==> config.mk <==
export PLATFORM = sky130hd
export DESIGN_NAME = shift_tx_sched
export DESIGN_NICKNAME = d
export VERILOG_FILES = /design/src/rtl/shift_tx_pkg.sv /design/src/rtl/shift_tx_sched_rr_arbiter.sv /design/src/rtl/shift_tx_sched.sv
export SDC_FILE = /design/constraint.sdc
export NUM_CORES = 1
export LEC_CHECK = 0
export CORE_MARGIN = 3
export CORE_UTILIZATION = 27
export CTS_CLUSTER_SIZE = 30
export DETAILED_ROUTE_END_ITERATION = 16
export GPL_TIMING_DRIVEN = 0
export PLACE_DENSITY = 0.5
export REMOVE_ABC_BUFFERS = 1
export SETUP_SLACK_MARGIN = 0.15
export SYNTH_ARGS = -nofsm -noshare
export SYNTH_HDL_FRONTEND = slang
export SYNTH_SLANG_ARGS = --single-unit
==> constraint.sdc <==
create_clock -name clk -period 4.4 [get_ports clk]
set_clock_uncertainty 0.1 [all_clocks]
set_input_delay 1.1 -clock clk [delete_from_list [all_inputs] [get_ports clk]]
set_output_delay 1.1 -clock clk [all_outputs]
set_load 0.01 [all_outputs]
Run 1, signal wires on met1:
The bar under the picture is 20 µm long. Cells faint in the background.
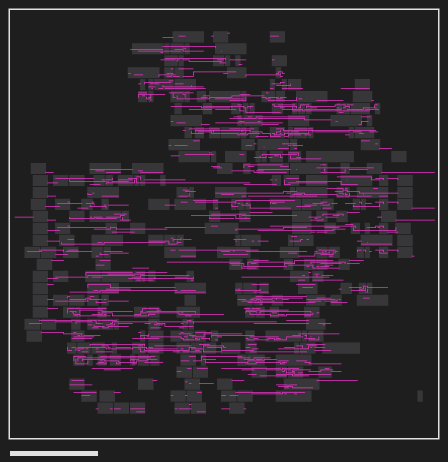
The wires run mostly horizontal. 309 nets have wire on it. The layer carries 2,730 µm of wire. The longest straight run is 26.7 µm. The layer holds 47% of the routed length.
Total Wirelength: 5780 µm
met1 GRT Util: 16.1%
total number of vias: 2,016

Run 1, metal layers overlaid:
The bar under the picture is 20 µm long. Two of the layers only.
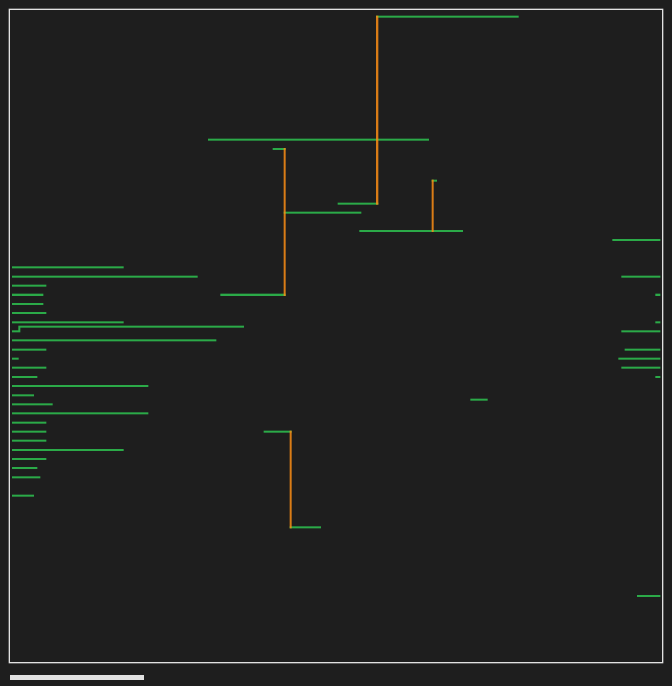
Key: met4 = orange [wire length 71.4 µm]; met3 = green [wire length 399 µm]
total track usage: 12.4%
mean routed wirelength per cell: 14.2 µm

Run 1, wire density map:
The die is cut into 19 by 19 equal tiles; white is low, dark blue is high, scaled to the fullest tile. Values are wire area over tile area, all layers added.
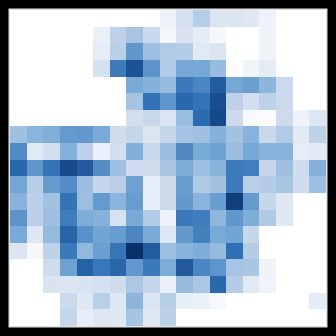
22% of the tiles are over half the peak. The fullest tile reaches 0.36. The mean over all tiles is 0.098. 30% of the tiles are nearly empty. The emptiest ninth of the die: upper left.

==> deck_impl_summary.md, run 1 <==
Physical Implementation Snapshot

Logic synthesis
  • Logic family by area: AND-OR/OR-AND gates
  • Synthesized registers: 31
  • Number of enable flip-flop cells: 0
  • Area leader, netlist: dfxtp_1
  • Synthesized area per cell: 8.67 µm²
  • XORs/XNORs by Area: 1.95%
  • Synth Seq Share: 27.6%
  • Synth area leaders: dfxtp_1 28%, ha_1 8.9%, nor2_1 6.2%
  • Cells after Synth: 259
  • Basic Gates by Area: 17.8%

Setup path
  • Critical path endpoint category: flip-flop
  • Critical path class: in -> reg
  • CP Launch Type: input port
  • Reg-to-reg setup timing slack: 0.52 ns
  • CP bufs+invs: 1

Die
  • Fp util: 28.5%
  • N_taps: slightly above 100
  • Die height: 97.2 µm
  • Num rows: 32
  • Total die size: 9450 µm²

Layout
  • Combinational share of cell area: 49.9%
  • Inverter count: 13
  • Layout cell share with drive strength beyond 1: 8.50%
  • Comb gates: 196
  • Buffers excl. clock: 58
  • Clk tree area frac: 3.78%
  • FFs & Latches: 31
  • Largest register FFs: 9
  • Final Non-Filler Cells: 408
  • Non-clock buffer share: 19.5%
  • Fill cell count: 801

CTS
  • Clock Pin Slew Worst Setup and Hold Paths: approximately 0.070 ns
  • Longest Clk Path Bufs: 2
  • Clk Latency, worst-skew pair: 0.28 ns
  • Num CTS Buffers: 5
  • Postcts setup bufs: 0

Place
  • RePlAce Congestion: 0.757
  • IO Port Bufs: 58
  • Dpl cell area: 2860 µm²
  • Worst slack, placed: -0.260 ns
  • Placed Instances: 400

Final timing
  • Worst slew pin tran: 1.00 ns
  • Unrepaired setup endpoints after global routing: no
  • Final Max Slew Viols: 0
  • Sum of negative setup slack: 0 ns
  • Final Hold Fails: 0
  • Worst Hold Slack: approximately 0.37 ns
  • Rel. slew slack: 32.7%
  • Final worst slack: approximately 0.52 ns
  • Crit path time final: 3.88 ns

Drt
  • DRT iter0 DRCs: ~73
  • DR pass1 iterations: 4

Pwr
  • Pwr/cell area: 510 nW/µm²
  • Worst IR Drop VDD: 0.000149 V
  • Total power: 1520 µW

Job
  • Max-cap check violation count: 0
  • Tool warning count: 36

Global routing
  • Vias in the first global route: between 1,500 and 2,000
  • Largest net degree at the start of global routing: 22

Status
  • Outcome: completed
==> run 1: routing by layer <==
| metal | GRT usage [%] | share of wire [%] | up-vias |
|---|---|---|---|
| li1 | - | - | 1035 |
| met1 | 16.1 | 47 | 923 |
| met2 | 19.8 | 45 | 49 |
| met3 | 3.59 | 6.9 | 9 |
| met4 | 4.00 | 1.2 | 0 |
| met5 | 0 | 0 | - |
==> run 1: cell usage in the layout, fill, tap and decap left out, types with 11 or more instances in the layout <==
cell type and count:
nor2_1 36, nor2b_1 11, clkdlybuf4s50_1 58, inv_1 13
mux2i_1 13, o21ai_0 15, ha_1 16, a211oi_1 12
dfxtp_1 30, a22oi_1 16
==> run 1: report_power, final <==
part	switching (µW)	internal [µW]	total [µW]
logic	456	367	823
registers	59.7	357	417
clock network	112	168	280
total	628	892	1520
==> run 2, diff against run 1 <==
Settings changed: CELL_PAD_IN_SITES_DETAIL_PLACEMENT from default to 1, CELL_PAD_IN_SITES_GLOBAL_PLACEMENT from default to 1, PLACE_DENSITY 0.5 to 0.63.
Run 2, signal wires on met1:
The bar under the picture is 20 µm long. Cells faint in the background.
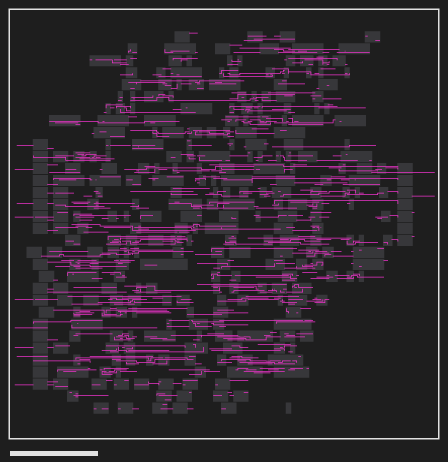
The wires run mostly horizontal. 315 nets have wire on it.
total number of vias: 2,116
Total Wirelength: 6430 µm
met1 GRT Util: 16.8%

==> deck_impl_summary.md, run 2 <==
Physical Implementation Snapshot

Drt
  • DR WL met3: 379 µm (-4.8%)
  • Max Used Layer: met4
  • Mean routed wirelength per cell: 15.8 µm (+11%)
  • Metal-1 WL: 2960 µm (+8.3%)
  • DRT iter0 DRCs: 87 (+19%)
  • DR pass1 iterations: 4 (unchanged)
  • Avg Vias per Cell: roughly 5.2

Status
  • Outcome: completed

Die
  • Total die size: 9450 µm² (unchanged)
  • Die height: 97.2 µm (unchanged)
  • Num rows: 32 (unchanged)

Final timing
  • Final Hold Fails: 0 (unchanged)
  • Crit path time final: 4.02 ns (+0.141 ns)
  • Worst Hold Slack: 0.371 ns (-0.00328 ns)
  • Worst slew pin tran: 0.912 ns (-0.0888 ns)
  • Sum of negative setup slack: 0 ns (unchanged)
  • Unrepaired setup endpoints after global routing: no
  • Rel. slew slack: 38.7% (+6.0 points)
  • Final Max Slew Viols: 0 (unchanged)

Place
  • IO Port Bufs: 58 (unchanged)
  • Placed Instances: 400 (unchanged)
  • RePlAce Congestion: 0.729 (-3.6%)

Setup path
  • CP bufs+invs: 1 (unchanged)
  • CP Launch Type: input port
  • Crit-path cells: clkdlybuf4s50_1 -> mux4_2 -> nor2b_2 -> o21ai_0 -> a31oi_4 -> a2111oi_0 -> a211oi_1
  • R2R depth: 8
  • Critical path class: in -> reg
  • Critical path endpoint category: flip-flop
  • Reg-to-reg setup timing slack: 0.62 ns (+0.10 ns)

CTS
  • Clk Latency, worst-skew pair: 0.28 ns (about the same)
  • Num CTS Buffers: 5 (unchanged)
  • Longest Clk Path Bufs: 2 (unchanged)
  • Clock Pin Slew Worst Setup and Hold Paths: 0.07 ns (about the same)
  • Postcts setup bufs: 0 (unchanged)
  • H-tree Lvls: 2

Pwr
  • Clock Power: 297 µW (+6%)
  • Cell Int Power: 909 µW (+1.9%)
  • Worst IR Drop VDD: 0.000170 V (+14%)
  • Sw Pwr: 648 µW (+3.2%)
  • Reg power frac: 26.8% (-0.6 points)
  • Pwr/cell area: 521 nW/µm² (+2.0%)
  • Sw Share: 41.6% (+0.31 points)
  • Max power group: combinational logic
  • Total power: 1560 µW (+2.4%)

Job
  • Tool warning count: 36 (unchanged)
  • Max-cap check violation count: 0 (unchanged)

Logic synthesis
  • Synthesized registers: 31 (unchanged)
  • Synthesized area per cell: 8.67 µm² (unchanged)
  • Basic Gates by Area: 17.8% (unchanged)
  • Synth Seq Share: 27.6% (unchanged)
  • Synth area leaders: dfxtp_1 28%, ha_1 8.9%, nor2_1 6.2%
  • XORs/XNORs by Area: 1.95% (unchanged)
  • Cells after Synth: 259 (unchanged)
  • Logic family by area: AND-OR/OR-AND gates
  • Cell total in the yosys stat output: 259
  • Number of enable flip-flop cells: 0 (unchanged)
  • Area leader, netlist: dfxtp_1

Global routing
  • Largest net degree at the start of global routing: 22 (unchanged)
  • Vias in the first global route: 2,145 (+8.7%)

Layout
  • Largest register FFs: 9 (unchanged)
  • Fill cell count: 887 (+11%)
  • Commonest non-fill, non-tap cell in the layout: clkdlybuf4s50_1
  • Layout cell share with drive strength beyond 1: 8.82% (+0.33 points)
  • Most frequent cells in the layout: 58 x clkdlybuf4s50_1, 36 x nor2_1, 30 x dfxtp_1, 16 x a22oi_1, 16 x ha_1
  • Final Non-Filler Cells: 408 (unchanged)

Hold path
  • Worst min path class: reg -> reg
Run 2, congestion heat map:
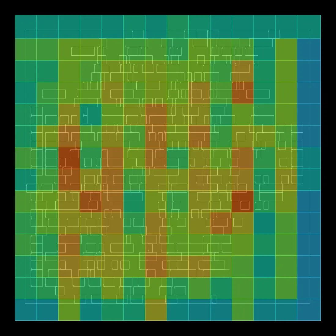
total track usage: 13.4%
GRT met3 Usage: 3.66%
Final Core Density: 37.9%
met2 usage: 22.9%

[run 2: cell count changes in the layout (fill, tap and decap cells not counted)]
| cell | delta |
|---|---|
| clkbuf_8 | +1 |
| clkinv_4 | -1 |
| o22ai_1 | -1 |
| o22ai_2 | +1 |
[run 2: through the flow]
step                      utilization [%]  cell area [µm²]  worst slack, ns
final                                37.9             2990            0.382
after global placement               36.2             2860           -0.277
after detailed placement             36.2             2860           -0.492
after floorplan                         -             2150            0.781
after CTS                            37.8             2980            0.344
after global routing                 37.9             2990            0.246
[run 2: area by class of cell]
class	count	area (µm²)	share of cell area [%]
multi-input combinational	196	1490	49.9
tap	102	128	4.27
sequential	31	622	20.8
inverter	13	48.8	1.63
clock inverter	2	35.0	1.17
clock buffer	6	82.6	2.76
timing repair buffer	58	581	19.4
Power and IR drop assume default switching activity.
